--- src/rtl/led_seq_pkg.sv ---
// Shared constants and types for the LED sequencer: register map, modes, FSM states.
package led_seq_pkg;

  localparam logic [1:0] ADDR_CTRL    = 2'd0;
  localparam logic [1:0] ADDR_PATTERN = 2'd1;
  localparam logic [1:0] ADDR_PERIOD  = 2'd2;
  localparam logic [1:0] ADDR_SWSTAT  = 2'd3;

  // PERIOD is written through a 24-bit field, but its reset value (0.5 s at
  // 50 MHz) needs 25 bits, so the register itself is one bit wider.
  localparam int unsigned PERIOD_W     = 25;
  localparam logic [PERIOD_W-1:0] PERIOD_RESET = 25'd25000000;

  typedef enum logic [1:0] {
    MODE_DIRECT = 2'd0,
    MODE_BLINK  = 2'd1,
    MODE_CHASE  = 2'd2,
    MODE_RSVD   = 2'd3
  } mode_t;

  typedef enum logic [2:0] {
    ST_OFF       = 3'd0,
    ST_DIRECT    = 3'd1,
    ST_BLINK_ON  = 3'd2,
    ST_BLINK_OFF = 3'd3,
    ST_CHASE     = 3'd4
  } state_t;

  // Entry state selected by a CTRL value ([2] enable, [1:0] mode).
  function automatic state_t resolve_state(input logic [2:0] ctrl);
    state_t st;
    if (!ctrl[2]) begin
      st = ST_OFF;
    end else begin
      case (mode_t'(ctrl[1:0]))
        MODE_BLINK: st = ST_BLINK_ON;
        MODE_CHASE: st = ST_CHASE;
        default:    st = ST_DIRECT;
      endcase
    end
    return st;
  endfunction

endpackage

--- src/rtl/led_seq_ctrl_sw_debounce.sv ---
// One switch bit: 2-flop synchronizer followed by a stability-window debouncer.
module sw_debounce #(
  parameter int DEB_CYCLES = 500000
) (
  input  logic clk,
  input  logic reset_n,
  input  logic sw_i,
  output logic deb_o
);

  localparam int CW = $clog2(DEB_CYCLES + 1);

  logic          meta_q;
  logic          sync_q;
  logic          deb_q;
  logic [CW-1:0] cnt_q;

  // Bring the raw level into the clock domain.
  always_ff @(posedge clk or negedge reset_n) begin
    if (!reset_n) begin
      meta_q <= 1'b0;
      sync_q <= 1'b0;
    end else begin
      meta_q <= sw_i;
      sync_q <= meta_q;
    end
  end

  // Accept a new level only after it has differed for DEB_CYCLES clocks in a row.
  always_ff @(posedge clk or negedge reset_n) begin
    if (!reset_n) begin
      cnt_q <= '0;
      deb_q <= 1'b0;
    end else if (sync_q != deb_q) begin
      if (cnt_q == CW'(DEB_CYCLES - 1)) begin
        deb_q <= sync_q;
        cnt_q <= '0;
      end else begin
        cnt_q <= cnt_q + 1'b1;
      end
    end else begin
      cnt_q <= '0;
    end
  end

  assign deb_o = deb_q;

endmodule

--- src/rtl/led_seq_ctrl.sv ---
// Avalon-MM LED sequencer: DIRECT / BLINK / CHASE modes plus debounced switch status.
module led_seq_ctrl
  import led_seq_pkg::*;
#(
  parameter int NLED       = 10,
  parameter int NSW        = 10,
  parameter int DEB_CYCLES = 500000
) (
  input  logic            clk,
  input  logic            reset_n,
  input  logic [1:0]      address,
  input  logic            write,
  input  logic [31:0]     writedata,
  input  logic            read,
  output logic [31:0]     readdata,
  input  logic [NSW-1:0]  sw,
  output logic [NLED-1:0] ledr
);

  logic [2:0]          ctrl_q, ctrl_d;
  logic [NLED-1:0]     pattern_q, pattern_d;
  logic [PERIOD_W-1:0] period_q;
  logic [PERIOD_W-1:0] cnt_q;
  logic [PERIOD_W-1:0] last_cnt;
  logic [31:0]         readdata_q;
  logic [NLED-1:0]     ledr_q;
  logic [NSW-1:0]      sw_deb;
  state_t              state_q;
  state_t              entry_state;
  logic                restart;
  logic                tick;
  logic                unused_wdata;

  // Forwarded next values let the outputs follow a write in the same edge.
  assign ctrl_d      = (write && address == ADDR_CTRL) ? writedata[2:0] : ctrl_q;
  assign pattern_d   = (write && address == ADDR_PATTERN) ? writedata[NLED-1:0] : pattern_q;
  assign restart     = write && (address == ADDR_CTRL || address == ADDR_PERIOD);
  assign entry_state = resolve_state(ctrl_d);
  assign last_cnt    = (period_q == '0) ? '0 : period_q - 1'b1;
  assign tick        = (state_q != ST_OFF) && (cnt_q == last_cnt);
  assign unused_wdata = &{1'b0, writedata};

  // Writable registers; SWSTAT writes fall through and are dropped.
  always_ff @(posedge clk or negedge reset_n) begin
    if (!reset_n) begin
      ctrl_q    <= '0;
      pattern_q <= '0;
      period_q  <= PERIOD_RESET;
    end else if (write) begin
      case (address)
        ADDR_CTRL:    ctrl_q    <= writedata[2:0];
        ADDR_PATTERN: pattern_q <= writedata[NLED-1:0];
        ADDR_PERIOD:  period_q  <= {1'b0, writedata[23:0]};
        default:      ;
      endcase
    end
  end

  // Registered read port: samples pre-write register values, zero-extended.
  always_ff @(posedge clk or negedge reset_n) begin
    if (!reset_n) begin
      readdata_q <= '0;
    end else if (read) begin
      case (address)
        ADDR_CTRL:    readdata_q <= {29'd0, ctrl_q};
        ADDR_PATTERN: readdata_q <= 32'(pattern_q);
        ADDR_PERIOD:  readdata_q <= 32'(period_q);
        default:      readdata_q <= 32'(sw_deb);
      endcase
    end
  end

  // Tick prescaler; a CTRL/PERIOD write restarts the phase from zero.
  always_ff @(posedge clk or negedge reset_n) begin
    if (!reset_n) begin
      cnt_q <= '0;
    end else if (restart || state_q == ST_OFF || tick) begin
      cnt_q <= '0;
    end else begin
      cnt_q <= cnt_q + 1'b1;
    end
  end

  // Sequencer FSM with registered LED drive; CHASE uses ledr_q as its one-hot position.
  always_ff @(posedge clk or negedge reset_n) begin
    if (!reset_n) begin
      state_q <= ST_OFF;
      ledr_q  <= '0;
    end else if (restart) begin
      state_q <= entry_state;
      case (entry_state)
        ST_DIRECT, ST_BLINK_ON: ledr_q <= pattern_d;
        ST_CHASE:               ledr_q <= NLED'(1);
        default:                ledr_q <= '0;
      endcase
    end else begin
      case (state_q)
        ST_OFF: ledr_q <= '0;
        ST_DIRECT: ledr_q <= pattern_d;
        ST_BLINK_ON: begin
          if (tick) begin
            state_q <= ST_BLINK_OFF;
            ledr_q  <= '0;
          end else begin
            ledr_q  <= pattern_d;
          end
        end
        ST_BLINK_OFF: begin
          if (tick) begin
            state_q <= ST_BLINK_ON;
            ledr_q  <= pattern_d;
          end else begin
            ledr_q  <= '0;
          end
        end
        ST_CHASE: begin
          if (tick) ledr_q <= {ledr_q[NLED-2:0], ledr_q[NLED-1]};
        end
        default: begin
          state_q <= ST_OFF;
          ledr_q  <= '0;
        end
      endcase
    end
  end

  // One debouncer per switch bit.
  generate
    for (genvar gi = 0; gi < NSW; gi++) begin : g_deb
      sw_debounce #(.DEB_CYCLES(DEB_CYCLES)) u_deb (
        .clk     (clk),
        .reset_n (reset_n),
        .sw_i    (sw[gi]),
        .deb_o   (sw_deb[gi])
      );
    end
  endgenerate

  assign readdata = readdata_q;
  assign ledr     = ledr_q;

endmodule

--- config.mk ---
export PLATFORM = sky130hd
export DESIGN_NAME = led_seq_ctrl
export DESIGN_NICKNAME = d
export VERILOG_FILES = /design/src/rtl/led_seq_pkg.sv /design/src/rtl/led_seq_ctrl_sw_debounce.sv /design/src/rtl/led_seq_ctrl.sv
export SDC_FILE = /design/constraint.sdc
export NUM_CORES = 1
export LEC_CHECK = 0
export ABC_AREA = 1
export CAP_MARGIN = 20
export CORE_ASPECT_RATIO = 1.1
export CORE_MARGIN = 1
export CORE_UTILIZATION = 34
export CTS_CLUSTER_SIZE = 40
export DETAILED_ROUTE_END_ITERATION = 8
export GPL_TIMING_DRIVEN = 0
export HOLD_SLACK_MARGIN = 0.06
export PLACE_DENSITY = 0.62
export SYNTH_ARGS = -nofsm -noshare
export SYNTH_HDL_FRONTEND = slang
export SYNTH_SLANG_ARGS = --single-unit
export TNS_END_PERCENT = 20
--- constraint.sdc ---
create_clock -name clk -period 3.5 [get_ports clk]
set_input_delay 1.05 -clock clk [delete_from_list [all_inputs] [get_ports clk]]
set_output_delay 1.05 -clock clk [all_outputs]
set_load 0.005 [all_outputs]
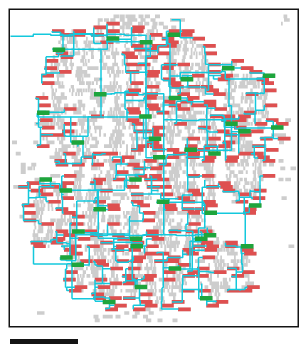
Fig. 1. Clock network drawn from the DEF.
Bar = 50 µm.
flip-flops: drawn in red, count 321. clock wires: drawn in cyan, length 4520 µm. clock drivers: drawn in green, count 38.
There are 39 routed clock nets.
worst skew pair latency: 550 ps
Clk pwr share: 44.7%

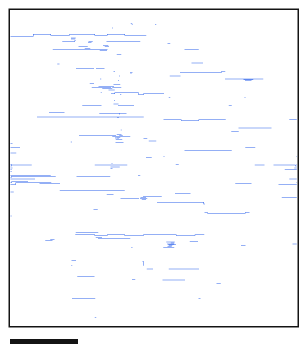
Fig. 2. M3 wires.
Bar = 50 µm.
104 nets have wire on it. The layer holds 3.9% of the routed length.
final WL: 38800 µm
M3 GR Usage: 3.04%

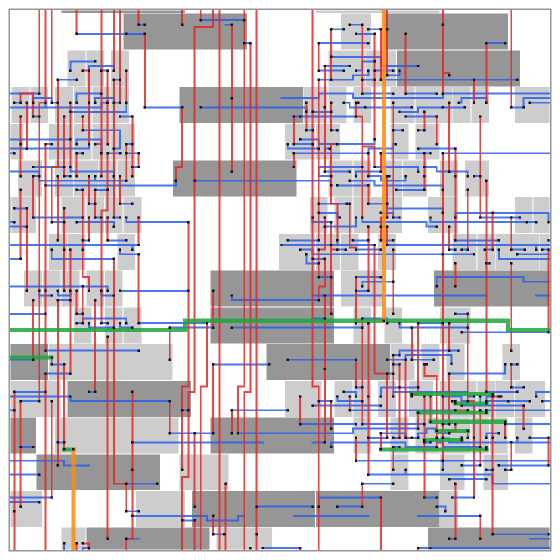
Fig. 3. Zoomed window.
Window x 85 to 125, y 50 to 90 µm. Cells in gray, sequential cells in the stronger gray; small squares are vias.
metal 4: drawn in orange. metal 2: drawn in red. metal 3: drawn in green. metal 1: drawn in blue.
Most frequent: nand2_1 (30), nor2_1 (18), dfrtp_1 (16). Sequential cells in the window: 16. Netlist names of flops here include g_deb.u_deb.cnt_q (11), ledr (3). 122 logic cells have their middle in the window.

==> results.ini <==
[die]
core_um2 = 47000
dieHeight_um = 232

[cts]
cts_max_level = 2
clk_path_buf_depth = 3
hold_buffers = 0
post_cts_buffers = 0
post_cts_resized = 0
cts_sinks = 321
root_buffer = clkbuf_16
numCtsBuffers = 38

[route]
met1_length_um = 17300
wl_per_cell_um = 13.6
via_count = 13713
wl_met3_um = 1530

[synthesis]
mux_share_pct = 0.752
synthTopLogicFamily = simple AND/OR/NAND/NOR gates
postSynthSeqShare_pct = 49.3
ys_warn_count = 0
synth.area.top_cells = dfrtp_1 (47%), nand2_1 (9.2%), nor2_1 (7.1%), inv_1 (6.6%), a21oi_1 (4.1%)
synth-edff-count = 0
fa_ha_area_share_pct = 1.07
xor_area_share_pct = 1.72
yosysUniqueCellTypes = 50
simple_gate_share_pct = 30.4

[cells_and_area]
combAreaFraction_pct = 36.2
inverters_excl_clock = 299
fin_area_um2 = 19300
fin_nets = 2243
largest_cell_class = registers
layout_top_cells = nand2_1 (402), dfrtp_1 (309), nor2_1 (307)

[final_timing]
relSlewSlack_pct = 50.6
finalHoldViolCount = 0
clock_skew_ps = 16.9

[critical_path]
worst-path-buf-inv = 3
cp_common_cell = nand2_1
slowest_stage = clkdlybuf4s50_1
regToRegEndpoint = cnt_q[18]$_DFF_PN0_
worstPathCellList = clkdlybuf4s50_1 > nor2_1 > nand2_1 > o21ai_0 > inv_1 > ha_1 > nand2_1 > nand2_1 > nand4_1 > clkinv_1 > nand2_1 > nand2_1 > a21oi_1 > nor2_1
max_stage_delay_ps = 510
reg2reg_depth = 19
rrSetupSlack_ps = 350
required_ps = 3940

[hold_path]
hold_end = g_deb[3].u_deb.sync_q$_DFF_PN0_
hp-start = g_deb[3].u_deb.meta_q$_DFF_PN0_

[grt]
use_met1_pct = 20.6
grt_first_pass_wirelength_um = 65200
grt_use_total_pct = 16.4
antenna_found_initial = 0

[power]
p_total_w = 0.00946

[status]
status = finished, final reports clean

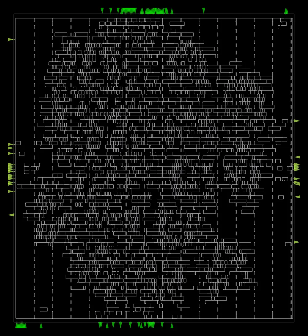
Fig. 4. Placement view.
Tap Cells: 637
filler instances: 4724
non-filler cells, final: 2848
flop share of the area: 41.7%

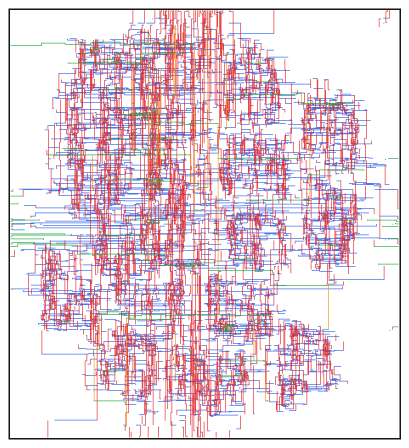
Fig. 5. Metal layers overlaid.
metal 1: drawn in blue, wire length 17300 µm. metal 2: drawn in red, wire length 19000 µm. metal 3: drawn in green, wire length 1530 µm. metal 4: drawn in orange, wire length 1000 µm.

## Yosys cell counts (all sizes together) (20+ instances only)
cell type  instances
xor2              32
nor3             124
dfrtp            309
o21ai             55
clkbuf            20
nand3             88
inv              292
a21oi            136
nand2            411
nor2             319
nor4              38
nor3b             39
nand4             61
## where the power goes
part | leakage (nW) | internal (W) | switching [W]
clock network | 0.657 | 0.00263 | 0.00160
registers | 4.28 | 0.00393 | 0.000189
logic | 3.39 | 0.000424 | 0.000684
## sequential cells by signal, indices dropped and copies added (netlist names), 10 cells and up
register / count
g_deb.u_deb.cnt_q: 190
cnt_q: 25
period_q: 25
readdata: 25
g_deb.u_deb.deb_o: 10
g_deb.u_deb.meta_q: 10
g_deb.u_deb.sync_q: 10
ledr: 10
pattern_q: 10
Power is estimated from default activity; no workload was simulated.
